===== config.mk =====
export PLATFORM = sky130hd
export DESIGN_NAME = weighted_round_robin_arbiter
export DESIGN_NICKNAME = d
export VERILOG_FILES = /design/src/rtl/weighted_round_robin_arbiter.sv
export SDC_FILE = /design/constraint.sdc
export NUM_CORES = 1
export LEC_CHECK = 0
export ABC_AREA = 1
export CORE_MARGIN = 2
export CORE_UTILIZATION = 28
export CTS_CLUSTER_SIZE = 20
export DETAILED_ROUTE_END_ITERATION = 8
export GPL_ROUTABILITY_DRIVEN = 0
export HOLD_SLACK_MARGIN = 0.08
export SYNTH_ARGS = -nofsm -noshare
export SYNTH_HDL_FRONTEND = slang
export SYNTH_SLANG_ARGS = --single-unit

===== constraint.sdc =====
create_clock -name sys_clk_i -period 1.72 [get_ports sys_clk_i]
set_input_delay 0.172 -clock sys_clk_i [delete_from_list [all_inputs] [get_ports sys_clk_i]]
set_output_delay 0.172 -clock sys_clk_i [all_outputs]
set_load 0.02 [all_outputs]

===== src/rtl/weighted_round_robin_arbiter.sv =====
// Weighted round-robin arbiter.
// Grants one of REQUIRE_NUM requesters at a time (registered one-hot grant).
// A granted requester may keep the grant for up to its latched weight
// (0 counts as 1) in consecutive cycles before the grant rotates onward.
// Optional feature macro: WRR_HOLD_EN adds a hold_i input that freezes
// the arbiter state (grant, credit counter, grant_last_o) while asserted.

module weighted_round_robin_arbiter #(
  parameter int REQUIRE_NUM = 4,
  parameter int WEIGHT_W    = 4,
  localparam int ID_W       = $clog2(REQUIRE_NUM)
) (
  input  logic                            sys_clk_i,
  input  logic                            rst_n_i,
  input  logic [REQUIRE_NUM-1:0]          request_i,
  input  logic [REQUIRE_NUM*WEIGHT_W-1:0] weight_i,
`ifdef WRR_HOLD_EN
  input  logic                            hold_i,
`endif
  output logic [REQUIRE_NUM-1:0]          respond_o,
  output logic [ID_W-1:0]                 grant_id_o,
  output logic                            grant_valid_o,
  output logic                            grant_last_o
);

  typedef enum logic {
    IDLE  = 1'b0,
    GRANT = 1'b1
  } state_t;

  state_t                  r_state;
  logic [REQUIRE_NUM-1:0]  r_respond;
  logic [ID_W-1:0]         r_grantId;
  logic [ID_W-1:0]         r_lastOwner;
  logic [WEIGHT_W-1:0]     r_cnt;
  logic [WEIGHT_W-1:0]     r_wEff;
  logic                    r_last;

  state_t                  w_nextState;
  logic [REQUIRE_NUM-1:0]  w_nextRespond;
  logic [ID_W-1:0]         w_nextGrantId;
  logic [ID_W-1:0]         w_nextLastOwner;
  logic [WEIGHT_W-1:0]     w_nextCnt;
  logic [WEIGHT_W-1:0]     w_nextWEff;
  logic                    w_nextLast;

  logic [WEIGHT_W-1:0]     w_weights [REQUIRE_NUM];
  logic                    w_hold;
  logic                    w_continue;
  logic                    w_found;
  logic [ID_W-1:0]         w_foundIdx;
  logic [WEIGHT_W-1:0]     w_foundWEff;
  logic [WEIGHT_W-1:0]     w_cntInc;
  logic [WEIGHT_W-1:0]     w_wEffM1;

  // Split the flat weight bus into one field per requester.
  for (genvar g = 0; g < REQUIRE_NUM; g++) begin : g_weightSplit
    assign w_weights[g] = weight_i[g*WEIGHT_W +: WEIGHT_W];
  end

`ifdef WRR_HOLD_EN
  assign w_hold = hold_i;
`else
  assign w_hold = 1'b0;
`endif

  assign w_cntInc = r_cnt + 1'b1;
  assign w_wEffM1 = r_wEff - 1'b1;

  // The owner keeps the grant while it still requests and has credit left.
  assign w_continue = (r_state == GRANT) && request_i[r_lastOwner] && (r_cnt != w_wEffM1);

  // Circular search starting just after the last owner, which is checked last.
  always_comb begin
    int cand;
    logic [ID_W-1:0] candIdx;
    w_found    = 1'b0;
    w_foundIdx = '0;
    cand       = 0;
    candIdx    = '0;
    for (int off = 1; off <= REQUIRE_NUM; off++) begin
      cand = int'(r_lastOwner) + off;
      if (cand >= REQUIRE_NUM) begin
        cand = cand - REQUIRE_NUM;
      end
      candIdx = ID_W'(cand);
      if (!w_found && request_i[candIdx]) begin
        w_found    = 1'b1;
        w_foundIdx = candIdx;
      end
    end
  end

  // A zero weight still buys one cycle of grant.
  always_comb begin
    w_foundWEff = w_weights[w_foundIdx];
    if (w_foundWEff == '0) begin
      w_foundWEff = WEIGHT_W'(1);
    end
  end

  // Next-state and next-output decision: hold, continue the slot, rearbitrate or go idle.
  always_comb begin
    w_nextState     = r_state;
    w_nextRespond   = r_respond;
    w_nextGrantId   = r_grantId;
    w_nextLastOwner = r_lastOwner;
    w_nextCnt       = r_cnt;
    w_nextWEff      = r_wEff;
    w_nextLast      = r_last;
    if (w_hold) begin
      w_nextState = r_state;
    end else if (w_continue) begin
      w_nextCnt  = w_cntInc;
      w_nextLast = (w_cntInc == w_wEffM1);
    end else if (w_found) begin
      w_nextState     = GRANT;
      w_nextRespond   = '0;
      w_nextRespond[w_foundIdx] = 1'b1;
      w_nextGrantId   = w_foundIdx;
      w_nextLastOwner = w_foundIdx;
      w_nextCnt       = '0;
      w_nextWEff      = w_foundWEff;
      w_nextLast      = (w_foundWEff == WEIGHT_W'(1));
    end else begin
      w_nextState   = IDLE;
      w_nextRespond = '0;
      w_nextCnt     = '0;
      w_nextLast    = 1'b0;
    end
  end

  // State register with synchronous active-low reset that aborts any slot.
  always_ff @(posedge sys_clk_i) begin
    if (!rst_n_i) begin
      r_state     <= IDLE;
      r_respond   <= '0;
      r_grantId   <= '0;
      r_lastOwner <= ID_W'(REQUIRE_NUM - 1);
      r_cnt       <= '0;
      r_wEff      <= WEIGHT_W'(1);
      r_last      <= 1'b0;
    end else begin
      r_state     <= w_nextState;
      r_respond   <= w_nextRespond;
      r_grantId   <= w_nextGrantId;
      r_lastOwner <= w_nextLastOwner;
      r_cnt       <= w_nextCnt;
      r_wEff      <= w_nextWEff;
      r_last      <= w_nextLast;
    end
  end

  assign respond_o     = r_respond;
  assign grant_id_o    = r_grantId;
  assign grant_valid_o = (r_state == GRANT);
  assign grant_last_o  = r_last;

endmodule


Fig. 1: I/O nets highlighted
The bar under the picture is 20 µm long.
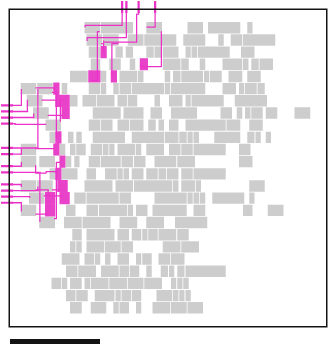
magenta -> weight_i  # bits 16, direction input, edge 12 west, 4 north, end cells 16, wire 234 µm

Fig. 2: M2 wires
Cells faint in the background.
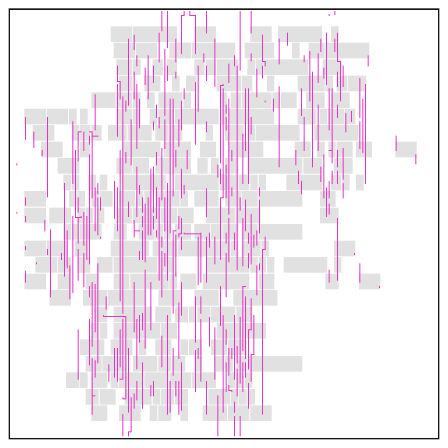
share of all routed wire = 48%
wire length on this layer = 1,620 µm
longest straight run = 35.7 µm
nets with wire on the layer = 223
main direction = vertical
M2 GR Usage: 0.2117
Routed Wire Length: 3.362 mm
vias: 1,368

Fig. 3: routing congestion
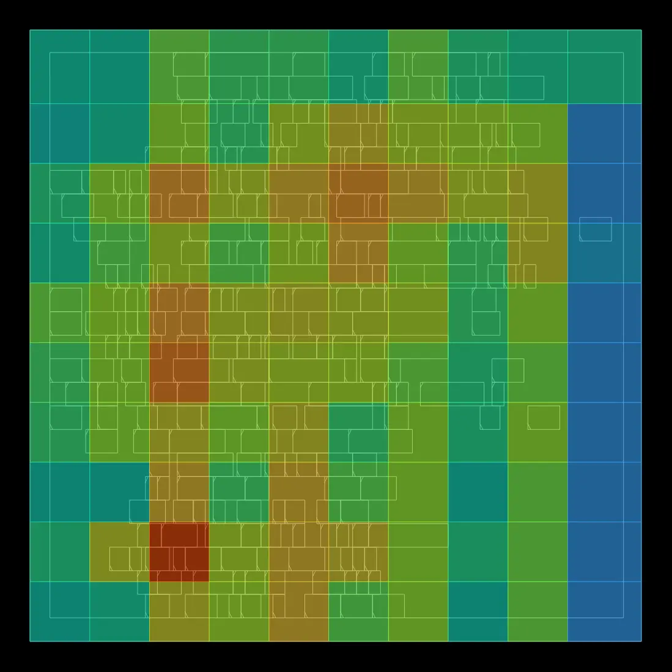
All-Layer GR Usage: 0.1283
M3 GR Usage: 0.02279

Fig. 4: signal wires on met1
Supply wires on this layer in grey. Cells faint in the background.
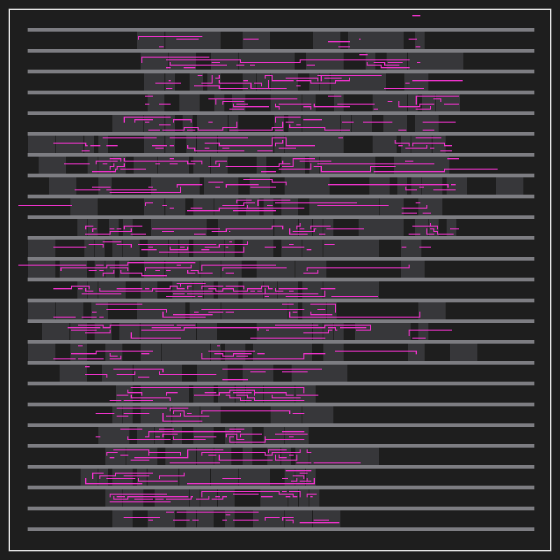
longest straight run = 22.5 µm
main direction = horizontal
share of all routed wire = 48%
wire length on this layer = 1,610 µm
nets with wire on the layer = 252
M1 GR Usage: 0.1746

==> impl_metrics.ini <==
; synthesis and place-and-route metrics
[cells_and_area]
clock_area_frac = 0.01875
nonClkBufAreaFrac = 0.2932
n_all_inverters = 25
logic_area_um2 = 974.7
final_cells = 308
mostFrequentLayoutCell = nand2_1
comb_area_share = 0.4426
lay_top_cells = nand2_1 (41), buf_4 (35), clkdlybuf4s50_1 (28)
utilization = 0.5093
num-multi-input-gates = 140
drive_above_1_share = 0.4336
nFillCells = 429
clock_buffers = 3
syn_to_final_growth_pct = 77.24
dominant_cells = multi-input combinational cells
layout.nets = 282

[final_timing]
setup_viol_count_final = 13
drv_slew = 0
fmax_ghz = 0.5154
timing.final.crit_share = 1.128
finalWorstSetupSlack_ns = -0.2203
rsz0062_at_grt = true
max_slew.worst_pin.slew_ns = 0.3404
hold_viol_final = 0
finClkSkew_ns = 0.002834
timing.slew.headroom = 0.7724
hold_ws_ns = 0.4673

[clock_network]
clockBufferDepth = 2
cts-root-buf = clkbuf_8
numCtsBuffers = 3
ctsHoldBuffers = 0
insertion_delay_ns = 0.25

[run]
warnings = 28

[synth]
synth_flops = 18
ys_sh_aoi = 0.1108
synth_cells = 185
ys_types = 29
ys_sh_mux = 0
syn_nets = 209
yosys_area_um2 = 1242
yosys.area_share.simple = 0.4159
edf_count = 0
yosysTopAreaCellShare = 0.2900
ff_type = dfxtp_1
async_flop_share = 0
synth_seq_share = 0.2900
ys_sh_xor = 0.06244
ys_sh_adder = 0.02014

[worst_hold_path]
holdPathStages = 2
min_from = respond_o[2]
hold_path_end = respond_o[2]
holdCritPathClass = reg2reg

[setup_path]
cp-startpoint = r_lastOwner[0]
r2r_slack_ns = -0.22
path_cells = buf_12, inv_8, nand2_2, nand2_4, nand2_1, nand2_2, inv_2, nand3_4, buf_6, nand3_4, buf_4, buf_4, nor2_4, a22oi_1, nor2_1
crit_buf_inv = 6
cp.required_ns = 1.91
cp_data_arrival_time_ns = 2.13
crit_slowest_cell = dfxtp_4
critical_path_class = reg2reg
rr_startpoint = r_lastOwner[0]

[placed_design]
place_inst = 290
place_area_um2 = 1813
dp_hpwl_mm = 2.369
port_buffers = 29
dp_slack_ns = -0.3660

[grt]
grt.busiest_layer = met2
grt_pass1_wl_mm = 5.313
grt_pass1_vias = 1260

[drt]
viasPerCell = 4.442
met3_length_um = 104
drt-wirelength-per-cell_um = 10.92
m1WireLength_mm = 1.607
wl_met2_mm = 1.620
dr.pass1.iters = 3
drtIter0Drc = 26
route.detailed.drc = 0

[outcome]
violations = setup timing
status = complete, but fails checks

[floorplan]
io_pins = 30
initial_core_util = 0.2873
coreArea_um2 = 4324
rows = 24
die_y_um = 70.61

[power_and_ir_drop]
p_int_w = 0.002655
p_clk_frac = 0.059
power_w = 0.004955
swShare = 0.4642
leakage_nw = 1.023
p_comb_frac = 0.809
-- power by group through the flow --
stage | Sequential (W) | Combinational, W | Clock (W)
2_1_floorplan | 0.000707 | 0.00178 | 0
3_3_place_gp | 0.000643 | 0.00283 | 0
3_5_place_dp | 0.000640 | 0.00285 | 0
4_1_cts | 0.000635 | 0.00306 | 0.000298
5_1_grt | 0.000665 | 0.00440 | 0.000321
6_report | 0.000651 | 0.00401 | 0.000294
-- cells in the mapped netlist, types with 2 or more instances --
library cell	number
nand2_1	57
inv_1	20
dfxtp_1	18
nor2_1	14
nand3_1	12
nand2_2	9
a21oi_1	6
o21ai_0	6
nand4_1	5
inv_2	4
o211ai_1	4
xnor2_1	4
nor2_2	3
xor2_1	3
a22oi_1	2
buf_6	2
ha_1	2
nand3_2	2
nand3_4	2
Power is estimated from default activity; no workload was simulated.
